File: config.mk
export PLATFORM = sky130hd
export DESIGN_NAME = fpu_div_iterative_flat
export DESIGN_NICKNAME = d
export VERILOG_FILES = /design/src/rtl/fpu_div_iterative_if.sv /design/src/rtl/fpu_div_iterative.sv /design/src/flat_wrapper.sv
export SDC_FILE = /design/constraint.sdc
export NUM_CORES = 1
export LEC_CHECK = 0
export CAP_MARGIN = 20
export CORE_MARGIN = 10
export CORE_UTILIZATION = 59
export CTS_CLUSTER_SIZE = 20
export DETAILED_ROUTE_END_ITERATION = 7
export GPL_TIMING_DRIVEN = 0
export PLACE_DENSITY = 0.91
export RECOVER_POWER = 50
export REMOVE_ABC_BUFFERS = 1
export SLEW_MARGIN = 25
export SYNTH_ARGS = -nofsm -noshare
export SYNTH_HDL_FRONTEND = slang
export SYNTH_SLANG_ARGS = --single-unit
File: constraint.sdc
create_clock -name clk -period 6.5 [get_ports clk]
set_input_delay 0.65 -clock clk [delete_from_list [all_inputs] [get_ports clk]]
set_output_delay 0.65 -clock clk [all_outputs]
set_load 0.05 [all_outputs]
File: src/rtl/fpu_div_iterative_if.sv
// Operand/result handshake bundle between FPU decode, the iterative divider and rounding.
interface fpu_div_iterative_if;
  localparam int unsigned EXP_W  = 8;
  localparam int unsigned FRAC_W = 23;
  localparam int unsigned SIG_W  = 24;

  logic              in_valid;
  logic              in_ready;
  logic              a_sign;
  logic              b_sign;
  logic [EXP_W-1:0]  a_exponent;
  logic [EXP_W-1:0]  b_exponent;
  logic [FRAC_W-1:0] a_mantissa;
  logic [FRAC_W-1:0] b_mantissa;
  logic              a_nan;
  logic              a_inf;
  logic              a_zero;
  logic              a_norm;
  logic              b_nan;
  logic              b_inf;
  logic              b_zero;
  logic              b_norm;
  logic [2:0]        mode;

  logic              out_valid;
  logic              out_ready;
  logic              out_sign;
  logic [SIG_W-1:0]  out_mantissa;
  logic [EXP_W-1:0]  out_exponent;
  logic [2:0]        out_guard;
  logic              out_nan;
  logic              out_inf;
  logic              out_zero;
  logic [2:0]        out_mode;

  modport master (
    output in_valid, a_sign, b_sign, a_exponent, b_exponent, a_mantissa, b_mantissa,
           a_nan, a_inf, a_zero, a_norm, b_nan, b_inf, b_zero, b_norm, mode, out_ready,
    input  in_ready, out_valid, out_sign, out_mantissa, out_exponent, out_guard,
           out_nan, out_inf, out_zero, out_mode
  );

  modport slave (
    input  in_valid, a_sign, b_sign, a_exponent, b_exponent, a_mantissa, b_mantissa,
           a_nan, a_inf, a_zero, a_norm, b_nan, b_inf, b_zero, b_norm, mode, out_ready,
    output in_ready, out_valid, out_sign, out_mantissa, out_exponent, out_guard,
           out_nan, out_inf, out_zero, out_mode
  );
endinterface

File: src/rtl/fpu_div_iterative.sv
// Radix-2 restoring single-precision divider; emits an unrounded normalized result
// (24-bit significand, 3 guard bits, class flags) for the shared rounding stage.
module fpu_div_iterative #(
  parameter int unsigned ITERATIONS = 27
) (
  input  logic                clk,
  input  logic                rst_n,
  fpu_div_iterative_if.slave  bus
);

  localparam int unsigned SIG_W = 24;
  localparam int unsigned REM_W = 25;
  localparam int unsigned E_W   = 10;
  localparam int unsigned XP_W  = 8;
  localparam int unsigned CNT_W = 5;

  typedef enum logic [1:0] {IDLE, DIVIDE, NORM, DONE} state_t;

  state_t                  state, state_nxt;
  logic [CNT_W-1:0]        cnt_q, cnt_nxt;
  logic [ITERATIONS-1:0]   q_q, q_nxt;
  logic [REM_W-1:0]        r_q, r_nxt;
  logic [SIG_W-1:0]        sig_b_q, sig_b_nxt;
  logic signed [E_W-1:0]   e_q, e_nxt;

  logic                    in_ready_q, in_ready_nxt;
  logic                    out_valid_q, out_valid_nxt;
  logic                    out_sign_q, out_sign_nxt;
  logic [SIG_W-1:0]        out_mantissa_q, out_mantissa_nxt;
  logic [XP_W-1:0]         out_exponent_q, out_exponent_nxt;
  logic [2:0]              out_guard_q, out_guard_nxt;
  logic                    out_nan_q, out_nan_nxt;
  logic                    out_inf_q, out_inf_nxt;
  logic                    out_zero_q, out_zero_nxt;
  logic [2:0]              out_mode_q, out_mode_nxt;

  // Denormals flush to zero; nan/inf encodings keep their own class.
  logic a_z, b_z, spec_nan, spec_inf, spec_zero;
  assign a_z = bus.a_zero | (~bus.a_norm & ~bus.a_nan & ~bus.a_inf);
  assign b_z = bus.b_zero | (~bus.b_norm & ~bus.b_nan & ~bus.b_inf);
  assign spec_nan  = bus.a_nan | bus.b_nan | (a_z & b_z) | (bus.a_inf & bus.b_inf);
  assign spec_inf  = bus.a_inf | b_z;
  assign spec_zero = a_z | bus.b_inf;

  logic signed [E_W-1:0] e_init;
  assign e_init = $signed(E_W'(bus.a_exponent) - E_W'(bus.b_exponent) + E_W'(127));

  // One restoring step: compare, conditionally subtract, then shift.
  logic             r_ge;
  logic [REM_W-1:0] r_sel;
  assign r_ge  = r_q >= REM_W'(sig_b_q);
  assign r_sel = r_ge ? (r_q - REM_W'(sig_b_q)) : r_q;

  logic                  sticky, rem_nz;
  logic signed [E_W-1:0] e_adj;
  assign rem_nz = (r_q != '0);
  assign sticky = q_q[0] | rem_nz;
  assign e_adj  = q_q[ITERATIONS-1] ? e_q : (e_q - 10'sd1);

  always_comb begin
    state_nxt        = state;
    cnt_nxt          = cnt_q;
    q_nxt            = q_q;
    r_nxt            = r_q;
    sig_b_nxt        = sig_b_q;
    e_nxt            = e_q;
    out_valid_nxt    = out_valid_q;
    out_sign_nxt     = out_sign_q;
    out_mantissa_nxt = out_mantissa_q;
    out_exponent_nxt = out_exponent_q;
    out_guard_nxt    = out_guard_q;
    out_nan_nxt      = out_nan_q;
    out_inf_nxt      = out_inf_q;
    out_zero_nxt     = out_zero_q;
    out_mode_nxt     = out_mode_q;

    case (state)
      IDLE: begin
        if (bus.in_valid) begin
          sig_b_nxt    = {1'b1, bus.b_mantissa};
          r_nxt        = REM_W'({1'b1, bus.a_mantissa});
          q_nxt        = '0;
          cnt_nxt      = '0;
          e_nxt        = e_init;
          out_sign_nxt = bus.a_sign ^ bus.b_sign;
          out_mode_nxt = bus.mode;
          if (spec_nan | spec_inf | spec_zero) begin
            state_nxt        = DONE;
            out_nan_nxt      = spec_nan;
            out_inf_nxt      = ~spec_nan & spec_inf;
            out_zero_nxt     = ~spec_nan & ~spec_inf & spec_zero;
            out_mantissa_nxt = '0;
            out_exponent_nxt = '0;
            out_guard_nxt    = '0;
          end else begin
            state_nxt = DIVIDE;
          end
        end
      end

      DIVIDE: begin
        q_nxt   = ITERATIONS'({q_q, r_ge});
        r_nxt   = REM_W'({r_sel, 1'b0});
        cnt_nxt = cnt_q + 5'd1;
        if (cnt_q == CNT_W'(ITERATIONS - 1)) state_nxt = NORM;
      end

      NORM: begin
        state_nxt        = DONE;
        out_nan_nxt      = 1'b0;
        out_inf_nxt      = 1'b0;
        out_zero_nxt     = 1'b0;
        out_mantissa_nxt = '0;
        out_exponent_nxt = '0;
        out_guard_nxt    = '0;
        if (e_adj >= 10'sd255) begin
          out_inf_nxt = 1'b1;
        end else if (e_adj <= 10'sd0) begin
          out_zero_nxt = 1'b1;
        end else begin
          out_exponent_nxt = e_adj[XP_W-1:0];
          if (q_q[ITERATIONS-1]) begin
            out_mantissa_nxt = q_q[ITERATIONS-1 -: SIG_W];
            out_guard_nxt    = {q_q[2], q_q[1], sticky};
          end else begin
            out_mantissa_nxt = q_q[ITERATIONS-2 -: SIG_W];
            out_guard_nxt    = {q_q[1], q_q[0], rem_nz};
          end
        end
      end

      DONE: begin
        // First DONE cycle raises valid; the handshake then returns to IDLE.
        if (!out_valid_q) begin
          out_valid_nxt = 1'b1;
        end else if (bus.out_ready) begin
          out_valid_nxt = 1'b0;
          state_nxt     = IDLE;
        end
      end

      default: state_nxt = IDLE;
    endcase

    in_ready_nxt = (state_nxt == IDLE);
  end

  always_ff @(posedge clk or negedge rst_n) begin
    if (!rst_n) begin
      state          <= IDLE;
      cnt_q          <= '0;
      q_q            <= '0;
      r_q            <= '0;
      sig_b_q        <= '0;
      e_q            <= '0;
      in_ready_q     <= 1'b1;
      out_valid_q    <= 1'b0;
      out_sign_q     <= 1'b0;
      out_mantissa_q <= '0;
      out_exponent_q <= '0;
      out_guard_q    <= '0;
      out_nan_q      <= 1'b0;
      out_inf_q      <= 1'b0;
      out_zero_q     <= 1'b0;
      out_mode_q     <= '0;
    end else begin
      state          <= state_nxt;
      cnt_q          <= cnt_nxt;
      q_q            <= q_nxt;
      r_q            <= r_nxt;
      sig_b_q        <= sig_b_nxt;
      e_q            <= e_nxt;
      in_ready_q     <= in_ready_nxt;
      out_valid_q    <= out_valid_nxt;
      out_sign_q     <= out_sign_nxt;
      out_mantissa_q <= out_mantissa_nxt;
      out_exponent_q <= out_exponent_nxt;
      out_guard_q    <= out_guard_nxt;
      out_nan_q      <= out_nan_nxt;
      out_inf_q      <= out_inf_nxt;
      out_zero_q     <= out_zero_nxt;
      out_mode_q     <= out_mode_nxt;
    end
  end

  assign bus.in_ready     = in_ready_q;
  assign bus.out_valid    = out_valid_q;
  assign bus.out_sign     = out_sign_q;
  assign bus.out_mantissa = out_mantissa_q;
  assign bus.out_exponent = out_exponent_q;
  assign bus.out_guard    = out_guard_q;
  assign bus.out_nan      = out_nan_q;
  assign bus.out_inf      = out_inf_q;
  assign bus.out_zero     = out_zero_q;
  assign bus.out_mode     = out_mode_q;

endmodule
File: src/flat_wrapper.sv
// flat-port wrapper written by rule: the top's interface ports become plain ports
module fpu_div_iterative_flat 
#(
  parameter int unsigned ITERATIONS = 27
)
  (clk, rst_n, bus_in_valid, bus_a_sign, bus_b_sign, bus_a_exponent, bus_b_exponent, bus_a_mantissa, bus_b_mantissa, bus_a_nan, bus_a_inf, bus_a_zero, bus_a_norm, bus_b_nan, bus_b_inf, bus_b_zero, bus_b_norm, bus_mode, bus_out_ready, bus_in_ready, bus_out_valid, bus_out_sign, bus_out_mantissa, bus_out_exponent, bus_out_guard, bus_out_nan, bus_out_inf, bus_out_zero, bus_out_mode);
  fpu_div_iterative_if bus_i ();
  input  logic clk;
  input  logic rst_n;
  input wire logic [$bits(bus_i.in_valid)-1:0] bus_in_valid;
  input wire logic [$bits(bus_i.a_sign)-1:0] bus_a_sign;
  input wire logic [$bits(bus_i.b_sign)-1:0] bus_b_sign;
  input wire logic [$bits(bus_i.a_exponent)-1:0] bus_a_exponent;
  input wire logic [$bits(bus_i.b_exponent)-1:0] bus_b_exponent;
  input wire logic [$bits(bus_i.a_mantissa)-1:0] bus_a_mantissa;
  input wire logic [$bits(bus_i.b_mantissa)-1:0] bus_b_mantissa;
  input wire logic [$bits(bus_i.a_nan)-1:0] bus_a_nan;
  input wire logic [$bits(bus_i.a_inf)-1:0] bus_a_inf;
  input wire logic [$bits(bus_i.a_zero)-1:0] bus_a_zero;
  input wire logic [$bits(bus_i.a_norm)-1:0] bus_a_norm;
  input wire logic [$bits(bus_i.b_nan)-1:0] bus_b_nan;
  input wire logic [$bits(bus_i.b_inf)-1:0] bus_b_inf;
  input wire logic [$bits(bus_i.b_zero)-1:0] bus_b_zero;
  input wire logic [$bits(bus_i.b_norm)-1:0] bus_b_norm;
  input wire logic [$bits(bus_i.mode)-1:0] bus_mode;
  input wire logic [$bits(bus_i.out_ready)-1:0] bus_out_ready;
  output wire logic [$bits(bus_i.in_ready)-1:0] bus_in_ready;
  output wire logic [$bits(bus_i.out_valid)-1:0] bus_out_valid;
  output wire logic [$bits(bus_i.out_sign)-1:0] bus_out_sign;
  output wire logic [$bits(bus_i.out_mantissa)-1:0] bus_out_mantissa;
  output wire logic [$bits(bus_i.out_exponent)-1:0] bus_out_exponent;
  output wire logic [$bits(bus_i.out_guard)-1:0] bus_out_guard;
  output wire logic [$bits(bus_i.out_nan)-1:0] bus_out_nan;
  output wire logic [$bits(bus_i.out_inf)-1:0] bus_out_inf;
  output wire logic [$bits(bus_i.out_zero)-1:0] bus_out_zero;
  output wire logic [$bits(bus_i.out_mode)-1:0] bus_out_mode;
  assign bus_i.in_valid = bus_in_valid;
  assign bus_i.a_sign = bus_a_sign;
  assign bus_i.b_sign = bus_b_sign;
  assign bus_i.a_exponent = bus_a_exponent;
  assign bus_i.b_exponent = bus_b_exponent;
  assign bus_i.a_mantissa = bus_a_mantissa;
  assign bus_i.b_mantissa = bus_b_mantissa;
  assign bus_i.a_nan = bus_a_nan;
  assign bus_i.a_inf = bus_a_inf;
  assign bus_i.a_zero = bus_a_zero;
  assign bus_i.a_norm = bus_a_norm;
  assign bus_i.b_nan = bus_b_nan;
  assign bus_i.b_inf = bus_b_inf;
  assign bus_i.b_zero = bus_b_zero;
  assign bus_i.b_norm = bus_b_norm;
  assign bus_i.mode = bus_mode;
  assign bus_i.out_ready = bus_out_ready;
  assign bus_in_ready = bus_i.in_ready;
  assign bus_out_valid = bus_i.out_valid;
  assign bus_out_sign = bus_i.out_sign;
  assign bus_out_mantissa = bus_i.out_mantissa;
  assign bus_out_exponent = bus_i.out_exponent;
  assign bus_out_guard = bus_i.out_guard;
  assign bus_out_nan = bus_i.out_nan;
  assign bus_out_inf = bus_i.out_inf;
  assign bus_out_zero = bus_i.out_zero;
  assign bus_out_mode = bus_i.out_mode;
  fpu_div_iterative #(.ITERATIONS(ITERATIONS)) u_core (.clk(clk), .rst_n(rst_n), .bus(bus_i));
endmodule
### Gate-type map

Drawn at 2 px/µm.
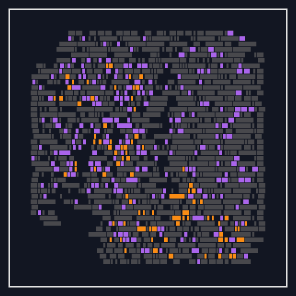
family	color	cells	most used
NOR gates	orange	83	nor2_1
inverting AOI/OAI gates	purple	224	o21ai_0
non-filler instance count after layout: 1230
most numerous logic cell after layout: nand2_1
multi-input combinational area share: 42.8%

### Clock wires, drivers and flops

Drawn at 2 px/µm.
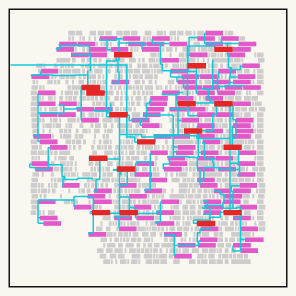
[clock wires] cyan | length: 1730 µm
[clock drivers] red | count: 17
[flip-flops] magenta | count: 137
flops lie	widely spread
routed clock nets	18

### Routed metal, one color a layer

Drawn at 3 px/µm.
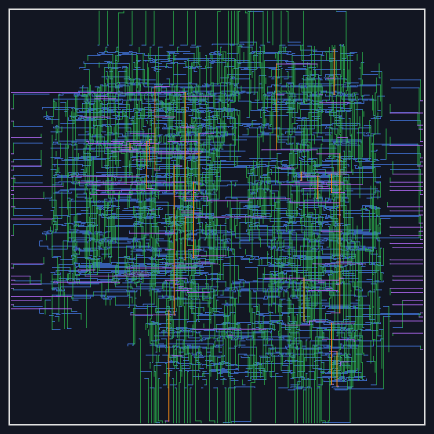
layer	color	wire length
metal 3	purple	1340 µm
metal 2	green	11300 µm
metal 1	blue	9020 µm
metal 4	orange	393 µm

### The clock network

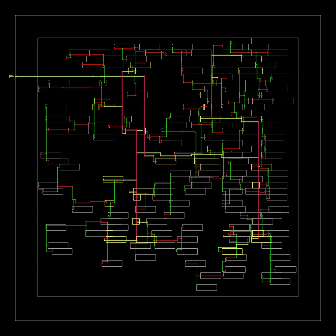
clock net sink count: 137
Clk power: 0.987 mW
total CTS buffers: 17
Worst Clk Skew: 8.36 ps
Late-Pin Clk Latency: 430 ps

### PDN straps and rails

Drawn at 3 px/µm. Pins as bars on the die edge.
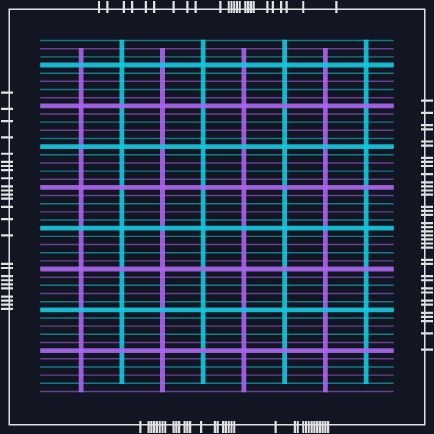
net	color
VDD	cyan
VSS	purple
signal pins	123
met4 straps	8
die width: 138 µm
Core ar.: 0.0138 mm²
die height: 138 µm

==> impl_metrics.tcl <==
# implementation run metrics
set metrics [dict create \
    cp.arrival_ps 3760 \
    drc_errors 0 \
    rsz0062_at_grt "false" \
    grt_pass1_wl_um 36600 \
    p_leak_nw 4.30 \
    vias 7352 \
    critical_path_required_ps 6870 \
    final_cell_mix "nand2_1 (198), dfrtp_1 (135), clkdlybuf4s50_1 (120), o21ai_0 (87), inv_1 (48)" \
    grt-ovfl-total 0 \
    yosysTopAreaCell "dfrtp_1" \
    post-route-min-period_ps 3390 \
    portBuffers 122 \
    dieArea_mm2 0.0190 \
    ys.flop_type "dfrtp_1" \
    cts_tree "yes" \
    max-cap-violations 3 \
    antenna_found_initial 0 \
    drt_first_pass_iters 5 \
    ys.warnings.count 0 \
    timing.hold.ws_ps 457 \
    utilization_pct 74.0 \
    period_used_pct 52.2 \
    clk_pin_slew_ps 60 \
    whs_endpoint "u_core.sig_b_q[23]$_DFFE_PN0P_" \
    ios 123 \
    synth_top_area_share_pct 41.4 \
    hold_start "u_core.sig_b_q[23]$_DFFE_PN0P_" \
    grt_max_degree 83 \
    setup_violations 0 \
    path_class "in -> reg" \
    track_usage_pct 22.4 \
    ys_cells 942 \
    violations "capacitance limit, slew limit" \
    fin_area_mm2 0.0102 \
    syn_avg_cell_area_um2 8.72 \
    synthTopCellsByArea "dfrtp_1 (41%), nand2_1 (9.0%), ha_1 (5.5%)" \
    hold_depth 2 \
    synth_cells 942 \
    routed_via_density 5.98 \
    htreeDepth 4 \
    hold_buffers 0 \
    edf_count 0 \
    cellPowerDensity_mw_per_mm2 602 \
    run_status "complete, but fails checks" \
    slew_viol_final 109 \
    nets 1154 \
    grt_pass1_vias 7408 \
    log.warning_count 26 \
    startpoint_type "primary input" \
    logic_area_mm2 0.00436 \
    ys_types 68 \
    diodes 0 \
    post_cts_buffers 0 \
    synth-seq-cells 137 \
    drive_gt1_share_pct 9.24 \
    end_kind "flop" \
    reg2reg_depth 10 \
    wl_per_cell_um 17.9 \
    fp-utilization_pct 59.7 \
    gp_congestion 0.910 \
    r2r_end "u_core.r_q[8]$_DFFE_PN0P_" \
    clock_path_buffers 2 \
    cts_root_buf "clkbuf_16" \
    fillers 945 \
    vdd_drop_max_v 0.000335 \
    wirelength_um 22000 \
    yosys_area_mm2 0.00822 \
    syn_area_mm2 0.00822 \
    regArea_mm2 0.00343 \
    max_slew_margin_pct -108 \
    syn2layout_area_growth_pct 24.0 \
    crit_fanout 41 \
    max_freq_ghz 0.295 \
    drtIter0Drc 555 \
    total_power_mw 6.14 \
    crit_start "bus_in_valid" \
    dpl_cell_area_mm2 0.00962 \
    detail-route-antenna-nets 0 \
    postSynthSeqShare_pct 41.7 \
    ys_async_sr_fraction_pct 100 \
    worst_pin_slew_ps 3110 \
    hp-class "reg -> reg" \
]
## state kept, by name, indices dropped and copies added, names as in the netlist, 3 cells and up
name / count
u_core.bus.out_exponent: 8
u_core.bus.out_guard: 3
u_core.bus.out_mantissa: 24
u_core.bus.out_mode: 3
u_core.cnt_q: 5
u_core.e_q: 10
u_core.q_q: 27
u_core.r_q: 25
u_core.sig_b_q: 24
## cell families (layout without fill, tap and decap cells)
kind of cell | count (synthesis) | after routing | synth area share, %
simple gates | 358 | 358 | 19.9
compound gates | 245 | 245 | 19.7
flops | 137 | 137 | 41.7
buf+inv | 101 | 209 | 5.50
fa+ha+maj | 38 | 38 | 5.97
xor+xnor | 36 | 36 | 3.84
mux | 27 | 27 | 3.29
## synthesized netlist by cell type, drive strengths merged (6+ instances only)
master	number
a211oi	7
a21o	6
a21oi	32
a31oi	22
and3	15
buf	16
clkbuf	37
dfrtp	136
ha	36
inv	48
mux2i	27
nand2	200
nand2b	6
nand3	32
nand4	8
nor2	43
nor2b	11
nor3	12
nor4	12
o211ai	8
o21a	6
o21ai	122
o31ai	8
o41ai	8
or3	7
xnor2	22
xor2	14
## metrics by stage
stage          setup WS (ps)  setup TNS (ps)
4_1_cts                 3370               0
3_5_place_dp            3060               0
2_1_floorplan           2270               0
5_1_grt                 2930               0
6_report                3110               0
3_3_place_gp            -552          -73500
## worst max-delay path, stage by stage
cell,delay (ps)
dlygate4sd3_1,630
nand2b_1,160
nor2_1,1520
buf_12,290
nand2_1,80
or3_1,320
nand3_1,90
## layout make-up
cell class,instances,share of cell area (%)
Inverter,48,1.77
Clock buffer,18,4.31
Sequential cell,137,33.7
Multi-Input combinational cell,704,42.8
Timing Repair Buffer,129,13.7
Clock inverter,14,1.60
Tap cell,180,2.21
## where the power goes
group          switching (mW)  leakage (nW)  internal (mW)  total (mW)
sequential              0.336          1.73           1.22        1.56
clock                   0.403         0.294          0.584       0.987
combinational            2.22          2.28           1.36        3.59
## worst max-delay path by stage
| stage | cells past startpoint | end | slack (ps) |
|---|---|---|---|
| floorplan | 4 | u_core.r_q[1]$_DFFE_PN0P_ | 2270 |
| global placement | 1 | u_core.r_q[4]$_DFFE_PN0P_ | -550 |
| detailed placement | 11 | u_core.e_q[8]$_DFFE_PN0P_ | 3060 |
| CTS | 10 | u_core.r_q[8]$_DFFE_PN0P_ | 3370 |
| global route | 1 | u_core.r_q[20]$_DFFE_PN0P_ | 2930 |
| finish | 7 | u_core.e_q[8]$_DFFE_PN0P_ | 3110 |
## routing by layer
layer  up-vias  share of wire, %  GRT usage [%]
met4         0               1.8           7.66
met5         -                 0              0
met1      3559                41           26.3
met2       258                51           39.0
met3        49               6.1           5.62
li1       3486                 -              -
Power is estimated from default activity; no workload was simulated.
